`src/rtl/entrada_buffer.sv`:
```
// -----------------------------------------------------------------------------
// entrada_buffer
//
// Parametrised input buffer for switch-driven data entry. Words on _input are
// pushed on switchRead and popped onto output_ on switchWrite. Storage behaves
// as a LIFO (MODE=0) or FIFO (MODE=1). It reports count/full/haveData status,
// a one-cycle out_valid strobe, and sticky overflow/underflow flags.
//
// Optional feature macro: ENTRADA_EDGE_DETECT_EN
//   When defined, the switches are registered and only a rising edge produces
//   a request. This gives one operation per press and 2-cycle press-to-output
//   latency. When undefined, requests are level-sensitive.
//
// Ports
//   clk          rising-edge clock
//   reset        asynchronous active-low reset
//   _input       data word to store (DATA_IN_W)
//   switchRead   push request
//   switchWrite  pop request
//   err_clr      synchronous clear of overflow/underflow
//   output_      last popped word, extended to DATA_OUT_W, registered
//   out_valid    1-cycle pulse when output_ was updated
//   haveData     count != 0
//   full         count == DEPTH
//   count        number of entries held (CNT_W = $clog2(DEPTH+1))
//   overflow     sticky: push attempted while full
//   underflow    sticky: pop attempted while empty
// -----------------------------------------------------------------------------
module entrada_buffer #(
  parameter int DATA_IN_W  = 16,
  parameter int DATA_OUT_W = 32,
  parameter int DEPTH      = 16,
  parameter int MODE       = 0,
  parameter int SIGN_EXT   = 0,
  localparam int CNT_W     = $clog2(DEPTH + 1)
) (
  input  logic                  clk,
  input  logic                  reset,
  input  logic [DATA_IN_W-1:0]  _input,
  input  logic                  switchRead,
  input  logic                  switchWrite,
  input  logic                  err_clr,
  output logic [DATA_OUT_W-1:0] output_,
  output logic                  out_valid,
  output logic                  haveData,
  output logic                  full,
  output logic [CNT_W-1:0]      count,
  output logic                  overflow,
  output logic                  underflow
);

  localparam int PTR_W = (DEPTH > 1) ? $clog2(DEPTH) : 1;

  logic [DATA_IN_W-1:0]  mem [DEPTH];
  logic [PTR_W-1:0]      wr_ptr, rd_ptr, top, wr_idx;
  logic [DATA_IN_W-1:0]  head;
  logic [DATA_OUT_W-1:0] ext_head;
  logic                  push_req, pop_req;
  logic                  is_empty, is_full;
  logic                  do_push, do_pop, ovf_evt, unf_evt;

`ifdef ENTRADA_EDGE_DETECT_EN
  // A registered copy and its history give a one-cycle pulse per rising edge.
  // The armed flag stays low until the switch is seen low, so a switch that is
  // already held high when reset is released cannot fire.
  logic read_q, read_hist, read_armed;
  logic write_q, write_hist, write_armed;

  always_ff @(posedge clk or negedge reset) begin
    if (!reset) begin
      read_q      <= 1'b0;
      read_hist   <= 1'b0;
      read_armed  <= 1'b0;
      write_q     <= 1'b0;
      write_hist  <= 1'b0;
      write_armed <= 1'b0;
    end else begin
      read_q      <= switchRead;
      read_hist   <= read_q;
      read_armed  <= read_armed | ~switchRead;
      write_q     <= switchWrite;
      write_hist  <= write_q;
      write_armed <= write_armed | ~switchWrite;
    end
  end

  assign push_req = read_q & ~read_hist & read_armed;
  assign pop_req  = write_q & ~write_hist & write_armed;
`else
  assign push_req = switchRead;
  assign pop_req  = switchWrite;
`endif

  // Wrap an index from DEPTH-1 back to 0; DEPTH need not be a power of two.
  function automatic logic [PTR_W-1:0] next_ptr(input logic [PTR_W-1:0] p);
    return (p == PTR_W'(DEPTH - 1)) ? '0 : p + PTR_W'(1);
  endfunction

  assign is_empty = (count == '0);
  assign is_full  = (count == CNT_W'(DEPTH));
  assign haveData = ~is_empty;
  assign full     = is_full;

  // A pop frees a slot in the same cycle, so a push is still accepted when full.
  assign do_pop  = pop_req & ~is_empty;
  assign do_push = push_req & (~is_full | do_pop);
  assign ovf_evt = push_req & ~pop_req & is_full;
  assign unf_evt = pop_req & is_empty;

  // In the LIFO, a simultaneous push and pop overwrites the current top.
  assign top    = PTR_W'(count - CNT_W'(1));
  assign wr_idx = (MODE != 0) ? wr_ptr : (do_pop ? top : PTR_W'(count));
  assign head   = (MODE != 0) ? mem[rd_ptr] : mem[top];

  always_comb begin
    ext_head = '0;
    if (SIGN_EXT != 0 && head[DATA_IN_W-1]) ext_head = '1;
    ext_head[DATA_IN_W-1:0] = head;
  end

  // The storage array has no reset; its contents are qualified by count.
  always_ff @(posedge clk) begin
    if (reset && do_push) mem[wr_idx] <= _input;
  end

  always_ff @(posedge clk or negedge reset) begin
    if (!reset) begin
      count     <= '0;
      wr_ptr    <= '0;
      rd_ptr    <= '0;
      output_   <= '0;
      out_valid <= 1'b0;
      overflow  <= 1'b0;
      underflow <= 1'b0;
    end else begin
      out_valid <= do_pop;
      if (do_pop) output_ <= ext_head;

      if (do_push && !do_pop)      count <= count + CNT_W'(1);
      else if (do_pop && !do_push) count <= count - CNT_W'(1);

      if (MODE != 0) begin
        if (do_push) wr_ptr <= next_ptr(wr_ptr);
        if (do_pop)  rd_ptr <= next_ptr(rd_ptr);
      end

      // A new error event takes priority over err_clr in the same cycle.
      overflow  <= ovf_evt | (overflow & ~err_clr);
      underflow <= unf_evt | (underflow & ~err_clr);
    end
  end

endmodule

```
`config.mk`:
```
export PLATFORM = sky130hd
export DESIGN_NAME = entrada_buffer
export DESIGN_NICKNAME = d
export VERILOG_FILES = /design/src/rtl/entrada_buffer.sv
export SDC_FILE = /design/constraint.sdc
export NUM_CORES = 1
export LEC_CHECK = 0
export CAP_MARGIN = 20
export CORE_MARGIN = 2
export CORE_UTILIZATION = 45
export CTS_CLUSTER_DIAMETER = 100
export DETAILED_ROUTE_END_ITERATION = 16
export PLACE_DENSITY = 0.65
export SLEW_MARGIN = 40
export SYNTH_ARGS = -nofsm -noshare
export SYNTH_HDL_FRONTEND = slang
export SYNTH_SLANG_ARGS = --single-unit
```
`constraint.sdc`:
```
create_clock -name clk -period 2.85 [get_ports clk]
set_input_delay 0.7125 -clock clk [delete_from_list [all_inputs] [get_ports clk]]
set_output_delay 0.7125 -clock clk [all_outputs]
set_load 0.03 [all_outputs]
```
==> out/qor.txt <==
Global Route met2 Usage: 31.5%
pins over their slew limit: 0
R2R depth: 10
Largest regs: mem x256, output_ x16, count x5
worst-path maximum fanout: 9
Detailed Route WL: 24.5 mm
Log Warnings: 29
via count: 6330
outcome: finished, final reports clean
post-route cell area: 13300 um2
max_cap viols: 0
Simple Share, Synth: 8.48%
routed wire length per instance: 21.5 um
Synth top cells by count: 256 x edfxtp_1, 123 x nand2_1, 77 x mux2i_1, 33 x nand3_1, 30 x a22oi_1
f_max: 0.361 GHz
pin count of the biggest net entering global routing: 66
worst setup path startpoint: count[0]
post-synthesis cell type count: 39
Clk pwr share: 22.7%
arrival time worst endpoint: 2060 ps
worst setup margin: 79.5 ps
initial DRC count: 521
Seq pwr share: 34.2%
Pwr Total: 0.0149 W
Yosys Warn Count: 0
H-tree depth: 1
hold slack final: 525 ps
Seq share, synth: 74.0%
Placed Area: 12500 um2
global-route wire length before repair: 36.7 mm
CTS Sinks: 280
Syn Std Cell Area: 11200 um2
Largest cells by area: edfxtp_1 69%, mux2i_1 6.9%, dfrtp_1 5.4%, nand2_1 4.1%, a22oi_1 2.0%
pre-CTS setup slack: 79.3 ps
crit end category: output pin
hold crit path type: reg2reg
clk ins delay skew pair: 530 ps
Routed Antenna Nets: 0
GRT Util Overall: 18.7%
TritonCTS buffer count: 27
Worst Max-Slew Pin Slew: 828 ps
placed wire-length estimate: 16.1 mm
Pint: 0.00924 W
hold_buf cts: 0
Power Combinational: 0.00641 W
Setup CP Type: reg2out
CP Launch Type: register
most frequent cell after synthesis: edfxtp_1
Mapped Avg Cell Area: 15.4 um2
final period utilization: 97.2%
number of standard cells reported by yosys: 727
post-CTS sizing: 2
Power Clock: 0.00337 W
yosys adder share: 0.447%
DIE AREA: 26200 um2
Syn Inst Count: 727
worst r2r src: count[0]
Post-synth mux share: 7.29%
yosys synthesis chip area: 11200 um2
metal2 WL: 11.9 mm
Commonest flop: edfxtp_1
sw power: 0.00562 W
hold path depth: 2
Post-synth EDFFs: 256
peak supply drop: 0.868 mV
reg2reg end: mem[11][5]
Clock Root Buffer: clkbuf_16
Leak Pwr: 4.60 nW
Pwr top: combinational logic
Fillers: 1901
drt first pass iters: 5
Slew headroom: 44.6%
vias in the first global route: 6253
MI comb area: 2770 um2
[cells in the final DEF, fill, tap and decap left out, types with 9 or more instances in the layout]
cell type / instances
edfxtp_1: 256
nand2_1: 123
mux2i_1: 77
clkdlybuf4s50_1: 44
nand3_1: 33
a22oi_1: 30
clkbuf_16: 27
a32oi_1: 22
dfrtp_1: 22
buf_12: 19
buf_4: 19
nand4_1: 18
conb_1: 16
nor2_1: 10
clkbuf_1: 10
a32oi_2: 9
[critical path, cell delays in order, from the launching register on]
cell and delay [ps]:
dfrtp_2 420, clkinv_4 100, ha_4 140, or4b_4 480, dlygate4sd2_1 380
[layout make-up]
type	count	share of cell area [%]
Timing Repair Buffer	84	7.37
Clock buffer	38	5.46
Multi-Input combinational cell	398	20.8
Sequential cell	280	62.3
Inverter	7	0.235
Clock inverter	12	0.836
Tap cell	324	3.04
Fig. 1: I/O pins on the die edge
(3 px per um) Pins as bars across the die edge, other pins in grey.
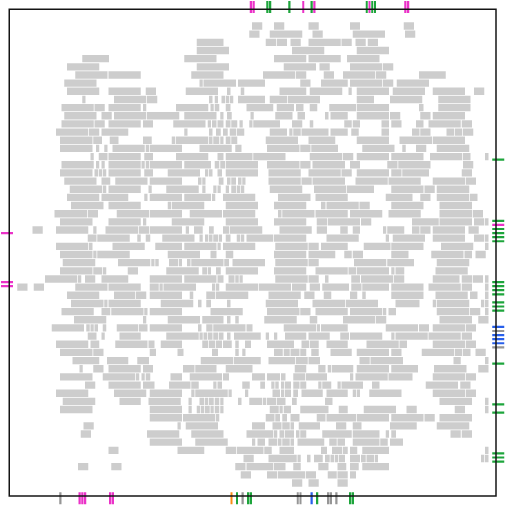
legend:
  magenta:
    port: _input
    pins: 16
    direction: input
    edge: 7 north, 5 south, 3 west, 1 east
  green:
    port: output_
    pins: 32
    direction: output
    edge: 19 east, 7 north, 6 south
  orange:
    port: reset
    pins: 1
    direction: input
    edge: south
  blue:
    port: count
    pins: 5
    direction: output
    edge: 4 east, 1 south
Die Y: 162 um
Die X: 162 um
IO buf count: 46

Fig. 2: zoomed window
Region (68, 36) to (93, 61) um. Cells in grey, sequential cells in the stronger grey; small squares are vias.
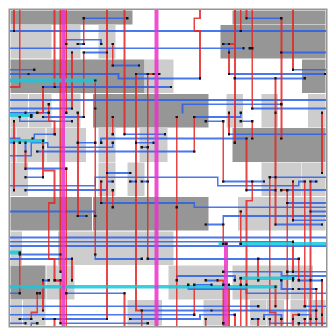
legend:
  red:
    layer: M2
  blue:
    layer: M1
  cyan:
    layer: M3
  magenta:
    layer: M4
cells with their middle in the window: 37
sequential cells in the window: 6
netlist names of flops here include: mem (3), output_ (3)
most frequent: nand2_1 (10)

Fig. 3: sequential cells grouped by signal name
(1.5 px per um) Other sequential cells in the stronger grey, the rest of the logic in the fainter grey.
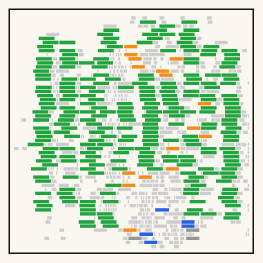
legend:
  orange:
    name_in_the_netlist: output_
    placed_flops: 16
  blue:
    name_in_the_netlist: count
    placed_flops: 5
  green:
    name_in_the_netlist: mem
    placed_flops: 256
not coloured: 3

Fig. 4: congestion heat map
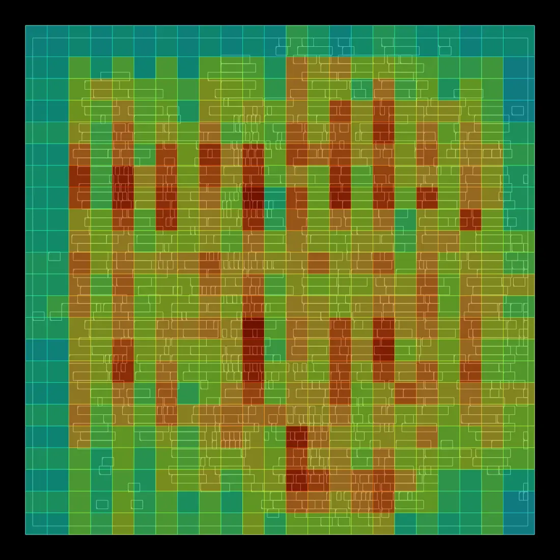
met3 Use GR: 2.55%
GR Util met1: 25.7%

Fig. 5: logic cells by family
(1.5 px per um)
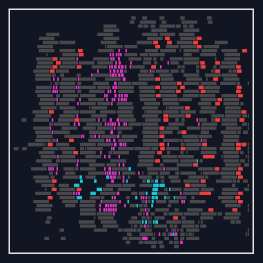
legend:
  red:
    family: mux cells
    cells: 79
    most_used: mux2i_1
  magenta:
    family: nand cells
    cells: 175
    most_used: nand2_1
  cyan:
    family: nor cells
    cells: 33
    most_used: nor2_1

Power is estimated from default activity; no workload was simulated.
